==> config.mk <==
export PLATFORM = sky130hd
export DESIGN_NAME = line_framer_flat
export DESIGN_NICKNAME = d
export VERILOG_FILES = /design/src/rtl/line_framer_if.sv /design/src/rtl/line_framer.sv /design/src/flat_wrapper.sv
export SDC_FILE = /design/constraint.sdc
export NUM_CORES = 1
export LEC_CHECK = 0
export ABC_AREA = 1
export CELL_PAD_IN_SITES_DETAIL_PLACEMENT = 1
export CELL_PAD_IN_SITES_GLOBAL_PLACEMENT = 2
export CORE_MARGIN = 10
export CORE_UTILIZATION = 31
export CTS_CLUSTER_DIAMETER = 60
export DETAILED_ROUTE_END_ITERATION = 16
export HOLD_SLACK_MARGIN = 0.1
export PLACE_DENSITY = 0.93
export SYNTH_ARGS = -nofsm -noshare
export SYNTH_HDL_FRONTEND = slang
export SYNTH_SLANG_ARGS = --single-unit
==> constraint.sdc <==
create_clock -name clock -period 2.6 [get_ports clock]
set_clock_uncertainty 0.15 [all_clocks]
set_input_delay 0.78 -clock clock [delete_from_list [all_inputs] [get_ports clock]]
set_output_delay 0.78 -clock clock [all_outputs]
set_load 0.01 [all_outputs]
Figure 1. Metal layers overlaid.
(4 px per um) Two of the layers only.
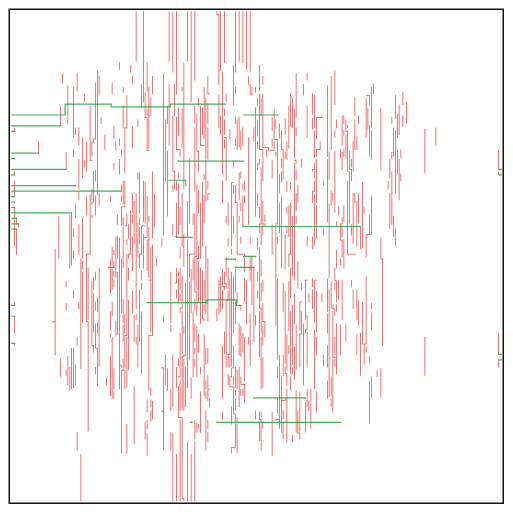
- met2: red (wire length 5,100 um)
- met3: green (wire length 304 um)
total routing resource utilization after global routing: 0.138
vias after detailed routing: 3,212
Post-Route WL: 10,000 um
per-cell routed wire length: 14.8 um

Figure 2. Cell placement.
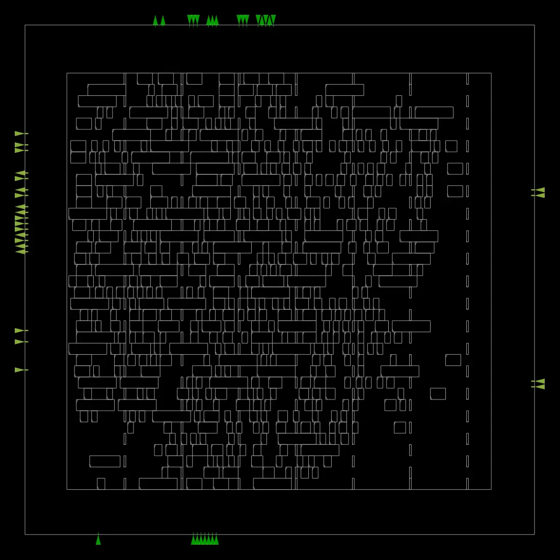
num sequential: 54
Taps Inserted: 136
number of core rows: 37
Seq/total area: 0.321

Figure 3. Pin map.
(4 px per um) Pins as bars across the die edge, other pins in grey.
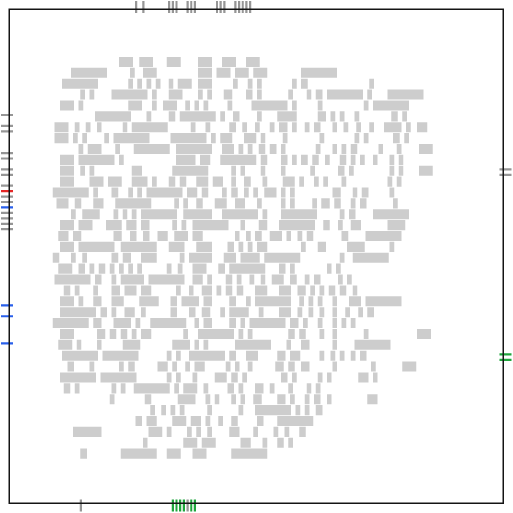
- blank: blue (pins 4; direction input; edge west)
- bus_out_line_end: red (pins 1; direction output; edge west)
- width: green (pins 8; direction input; edge 6 south, 2 east)
- all pins by edge: 19 west, 16 north, 8 south, 4 east
number of port buffers: 46
die boundary width: 123 um
die span in y: 123 um

==> impl_summary.log <==
[flow] collecting metrics
INFO  metric status = complete, no violations
INFO  metric power.combinational.fraction = 0.381
INFO  metric power.static_leakage = 2.11 nW
INFO  metric post_synth_instance_area = 0.00330 mm2
INFO  metric ir_drop = ~0.00026 V
INFO  metric tritoncts = yes
INFO  metric grt.met1_usage = 0.166
INFO  metric drv.max_cap_violation_count = 0
INFO  metric mapped_cells = 468
INFO  metric layout.cell_area.non_filler = between 0.004 and 0.005 mm2
INFO  metric grt_max_degree = 55
INFO  metric antennaDiodeCount = 0
INFO  metric post-synth-top-count-cell = nand2_1
INFO  metric dr_wl_met2 = between 5000 and 6000 um
INFO  metric cts_made_buffers = 5
INFO  metric first_global_vias = 3,473
INFO  metric ant_nets = 0
INFO  metric design.final.nets = 579
INFO  metric synth.yosys.chip_area = 0.00330 mm2
INFO  metric die_area = approximately 0.015 mm2
INFO  metric switchingPower = between 0.001 and 0.0015 W
INFO  metric critical_path_peak_fanout = 4
INFO  metric drtPass1Iterations = 4
INFO  metric overall_power = around 0.0028 W
INFO  metric clk_path_buf_depth = 2
INFO  metric cp-start-kind = flip-flop
-- cell usage in the layout (no fill, tap or decap), types with 3 or more instances in the layout --
cell type	count
nor2_1	46
xor2_1	8
nand3_1	38
nand2_1	154
inv_1	57
nand4_1	3
o22ai_1	4
o21ai_1	4
o21ai_0	27
nor2_2	7
ha_1	8
dfrtp_1	54
nand2_2	11
inv_2	5
xnor2_1	5
nor3_1	8
buf_4	21
clkdlybuf4s50_1	43
clkbuf_8	5
nand2_4	3
-- critical path, stage by stage, from the launching register on --
cell             delay (ns)
dfrtp_1                0.49
nor2_4                 0.19
nand2_1                0.07
clkdlybuf4s50_1        0.48
-- power by group through the flow --
stage	combinational (W)	clock, W	sequential [W]
after floorplan	0.000693	0	0.00117
after global placement	0.000988	0	0.00120
after detailed placement	0.00105	0	0.00121
after CTS	0.00106	0.000532	0.00120
after global routing	0.00122	0.000564	0.00122
final	0.00105	0.000512	0.00119
-- kinds of logic (layout without fill, tap and decap cells) --
| group | after synthesis | count (layout) | share of synthesized area |
|---|---|---|---|
| AOI/OAI and AO/OA | 48 | 48 | 0.0903 |
| xor gates and xnor gates | 13 | 13 | 0.0345 |
| adders and majority gates | 8 | 8 | 0.0304 |
| buffers and inverters | 69 | 140 | 0.0812 |
| DFF | 54 | 54 | 0.410 |
| and+or+nand+nor | 276 | 276 | 0.354 |
-- what timing repair did --
action	CTS	global route
gates cloned	0	0
pin swaps	1	2
hold buffers	0	0
gates resized	7	8
buffers inserted	0	2
endpoints found under the setup margin	2	13
-- cell type report --
cell class,count,area (um2)
tap,136,170
inverter,63,236
multi-input combinational,345,1710
timing repair buffer,69,647
clock inverter,3,25.0
sequential,54,1350
fill,1305,6110
clock buffer,5,68.8
No activity file was given, so power comes from the tool's default toggle rates.
